--- src/rtl/regression_predictor.sv ---
// Host-side sequencer for the regression engine plus a 2-stage y = b_0 + b_1*x query pipeline.
// Build option: define REGPRED_SAT_EN to clamp out-of-range predictions instead of wrapping.
module regression_predictor #(
   parameter int FRAC    = 10,
   parameter int TIMEOUT = 4096,
   parameter int DATA_W  = 20,
   parameter int COEF_W  = 20
) (
   input  logic              clk,
   input  logic              rst,
   input  logic              train,
   output logic              reg_start,
   input  logic              reg_ready,
   input  logic [COEF_W-1:0] reg_b1,
   input  logic [COEF_W-1:0] reg_b0,
   input  logic              q_valid,
   output logic              q_ready,
   input  logic [DATA_W-1:0] q_x,
   output logic              p_valid,
   input  logic              p_ready,
   output logic [DATA_W-1:0] p_y,
   output logic              p_sat,
   output logic              coef_valid,
   output logic              busy,
   output logic              timeout
);

   localparam int PROD_W = DATA_W + COEF_W;
   localparam int SUM_W  = PROD_W + 1;
   localparam int CNT_W  = $clog2(TIMEOUT + 1);

   typedef enum logic [2:0] {IDLE, DRAIN, START, WAIT_LO, WAIT_HI, LOADED, ERR} state_t;

   state_t                     state, state_nxt;
   logic [CNT_W-1:0]           cnt;
   logic                       last_cycle, capture, expire;
   logic                       coef_vld, tmo;
   logic signed [COEF_W-1:0]   b1_q, b0_q;
   logic                       stall, accept;
   logic                       vld_p1, vld_p2;
   logic signed [PROD_W-1:0]   b1_x, x_x, prod_p1;
   logic signed [DATA_W-1:0]   y_p2;
   logic                       sat_p2;

   // Product shifted down to the output scale (floor) plus the sign-extended intercept.
   function automatic logic signed [SUM_W-1:0] scale_add(input logic signed [PROD_W-1:0] prod,
                                                        input logic signed [COEF_W-1:0] b0);
      logic signed [SUM_W-1:0] prod_w, b0_w;
      prod_w = {{(SUM_W-PROD_W){prod[PROD_W-1]}}, prod};
      b0_w   = {{(SUM_W-COEF_W){b0[COEF_W-1]}}, b0};
      return (prod_w >>> FRAC) + b0_w;
   endfunction

   // Returns {sat, y}: clamp to the DATA_W signed range when enabled, else two's-complement wrap.
   function automatic logic [DATA_W:0] reduce(input logic signed [SUM_W-1:0] sum);
`ifdef REGPRED_SAT_EN
      logic ovf;
      ovf = (sum[SUM_W-1:DATA_W-1] != {(SUM_W-DATA_W+1){sum[SUM_W-1]}});
      if (ovf)
         return {1'b1, sum[SUM_W-1], {(DATA_W-1){~sum[SUM_W-1]}}};
      else
         return {1'b0, sum[DATA_W-1:0]};
`else
      return {1'b0, sum[DATA_W-1:0]};
`endif
   endfunction

   assign last_cycle = (cnt == CNT_W'(TIMEOUT - 1));
   assign stall      = vld_p2 && !p_ready;
   assign q_ready    = (state == LOADED) && !stall && !train;
   assign accept     = q_valid && q_ready;

   always_comb begin
      state_nxt = state;
      reg_start = 1'b0;
      busy      = 1'b0;
      capture   = 1'b0;
      expire    = 1'b0;
      case (state)
         IDLE, ERR: if (train) state_nxt = START;
         LOADED:    if (train) state_nxt = DRAIN;
         DRAIN: begin
            busy = 1'b1;
            if (!vld_p1 && !vld_p2) state_nxt = START;
         end
         START: begin
            busy      = 1'b1;
            reg_start = 1'b1;
            state_nxt = WAIT_LO;
         end
         WAIT_LO: begin
            busy = 1'b1;
            if (last_cycle) begin
               expire    = 1'b1;
               state_nxt = ERR;
            end else if (!reg_ready) begin
               state_nxt = WAIT_HI;
            end
         end
         WAIT_HI: begin
            busy = 1'b1;
            // A completion on the final allowed cycle takes priority over the timeout.
            if (reg_ready) begin
               capture   = 1'b1;
               state_nxt = LOADED;
            end else if (last_cycle) begin
               expire    = 1'b1;
               state_nxt = ERR;
            end
         end
         default: state_nxt = IDLE;
      endcase
   end

   always_ff @(posedge clk) begin
      if (!rst) begin
         state    <= IDLE;
         cnt      <= '0;
         coef_vld <= 1'b0;
         tmo      <= 1'b0;
         b1_q     <= '0;
         b0_q     <= '0;
      end else begin
         state <= state_nxt;
         if (state == START) begin
            cnt      <= '0;
            coef_vld <= 1'b0;
         end else if (state == WAIT_LO || state == WAIT_HI) begin
            cnt <= cnt + 1'b1;
         end
         if (capture) begin
            b1_q     <= $signed(reg_b1);
            b0_q     <= $signed(reg_b0);
            coef_vld <= 1'b1;
            tmo      <= 1'b0;
         end
         if (expire) begin
            tmo      <= 1'b1;
            coef_vld <= 1'b0;
         end
      end
   end

   assign coef_valid = coef_vld;
   assign timeout    = tmo;

   always_ff @(posedge clk) begin
      if (!rst) begin
         vld_p1 <= 1'b0;
         vld_p2 <= 1'b0;
      end else if (!stall) begin
         vld_p1 <= accept;
         vld_p2 <= vld_p1;
      end
   end

   // Stage 1: full-precision product b_1 * x
   assign b1_x = {{(PROD_W-COEF_W){b1_q[COEF_W-1]}}, b1_q};
   assign x_x  = {{(PROD_W-DATA_W){q_x[DATA_W-1]}}, q_x};

   always_ff @(posedge clk) begin
      if (!stall && accept)
         prod_p1 <= b1_x * x_x;
   end

   // Stage 2: rescale, add intercept, reduce to output width
   always_ff @(posedge clk) begin
      if (!rst) begin
         y_p2   <= '0;
         sat_p2 <= 1'b0;
      end else if (!stall && vld_p1) begin
         {sat_p2, y_p2} <= reduce(scale_add(prod_p1, b0_q));
      end
   end

   assign p_valid = vld_p2;
   assign p_y     = y_p2;
   assign p_sat   = sat_p2;

endmodule

--- config.mk ---
export PLATFORM = sky130hd
export DESIGN_NAME = regression_predictor
export DESIGN_NICKNAME = d
export VERILOG_FILES = /design/src/rtl/regression_predictor.sv
export SDC_FILE = /design/constraint.sdc
export NUM_CORES = 1
export LEC_CHECK = 0
export ABC_AREA = 0
export CORE_AREA = 2 2 192 194
export CTS_CLUSTER_DIAMETER = 60
export DETAILED_ROUTE_END_ITERATION = 10
export DIE_AREA = 0 0 194 196
export GPL_TIMING_DRIVEN = 0
export SLEW_MARGIN = 25
export SYNTH_ARGS = -nofsm -noshare
export SYNTH_HDL_FRONTEND = slang
export SYNTH_SLANG_ARGS = --single-unit
--- constraint.sdc ---
create_clock -name clk -period 12.1 [get_ports clk]
set_clock_uncertainty 0.05 [all_clocks]
set_input_delay 2.42 -clock clk [delete_from_list [all_inputs] [get_ports clk]]
set_output_delay 2.42 -clock clk [all_outputs]
set_load 0.03 [all_outputs]
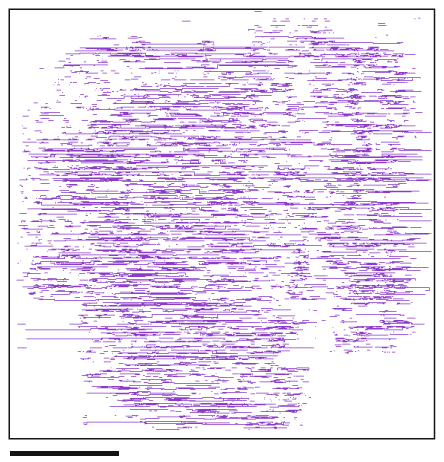
Fig. 1. Metal 1.
Bar = 50 um.
share of all routed wire: 42%
longest straight run: 60.3 um
wire length on this layer: 19000 um

==> reports/results.tsv <==
metric	value	unit
status	finished clean	
CP top delay family	adder cells	
Pwr Total	874.8	uW
met3 GRT Util	3.232	%
met2 global-route usage	41.99	%
RD Place Congestion	0.9262	
routed wl met2	21530	um
CP endpoint kind	register	
MI comb area	12170	um2
DRT met1 WL	19030	um
clock transition at the registers of the reported paths	0.08	ns
commonest non-fill, non-tap cells in the layout	inv_1 (357), fa_1 (310), nand2_1 (261), and2_1 (205), ha_1 (113)	
tool warning count	26	
slowest CP cell	fa_1	
Critical Path RT	12.16	ns
antenna violations before repair	2	
most frequent cells after synthesis	inv_1 (357), fa_1 (310), nand2_1 (261)	
Crit path buffers/inverters	7	
yosys cell count	1793	
worst reg-to-reg setup slack	4.12	ns
WL per Instance	19.05	um
Root Buffer	clkbuf_16	
Critical Path Start	q_x[10]	
Crit. path cell count	24	
CP Max Fanout	10	
Syn Area/Cell	8.953	um2
final setup fails	0	
die area	38020	um2
Critical Path Source Type	primary input	
drt pass-1 iters	7	
largest net degree at the start of global routing	22	
# hold bufs at CTS	0	
vias per cell	5.139	
clk latency late pin	0.35	ns
Boundary Pins	93	
unrepaired setup endpoints after global routing	no	
final hold vios	0	
reg-to-reg startpoint	b1_q[11]	
Internal	586.7	uW
share of layout cells above drive strength 1	1.851	%
Slew headroom	33.00	%
Worst Hold Margin	0.4034	ns
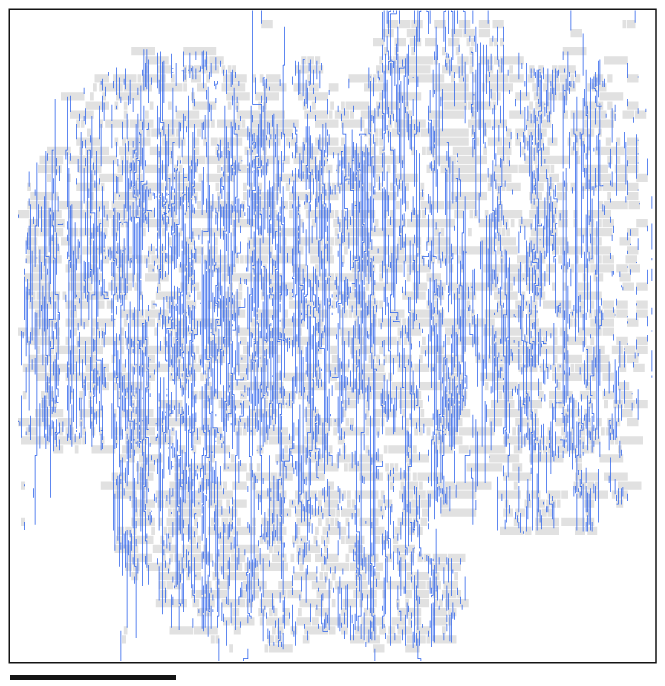
Fig. 2. Metal 2.
Bar = 50 um. Cells faint in the background.
main direction: vertical
share of all routed wire: 48%
longest straight run: 91.5 um

[cell type report]
type | count | share of cell area, %
buffer | 89 | 1.901
clock inverter | 7 | 0.4998
clock buffer | 9 | 1.267
inverter | 357 | 7.539
timing repair buffer | 82 | 4.618
tap | 468 | 3.294
multi-input combinational | 1247 | 68.49
sequential | 100 | 12.39
[power groups by stage]
stage / Clock, uW / Sequential, uW / Combinational, uW
floorplan: 0 / 355 / 145
global placement: 0 / 356 / 227
detailed placement: 0 / 356 / 231
CTS: 300 / 349 / 232
global route: 314 / 349 / 259
finish: 294 / 349 / 232
[logic make-up after synthesis]
family | synth area share [%]
other cells | 0.02336
compound gates | 6.610
buf+inv | 10.45
mux | 0.06236
flops | 13.72
fa+ha+maj | 47.47
xor+xnor | 3.655
simple gates | 18.01
Power is estimated from default activity; no workload was simulated.
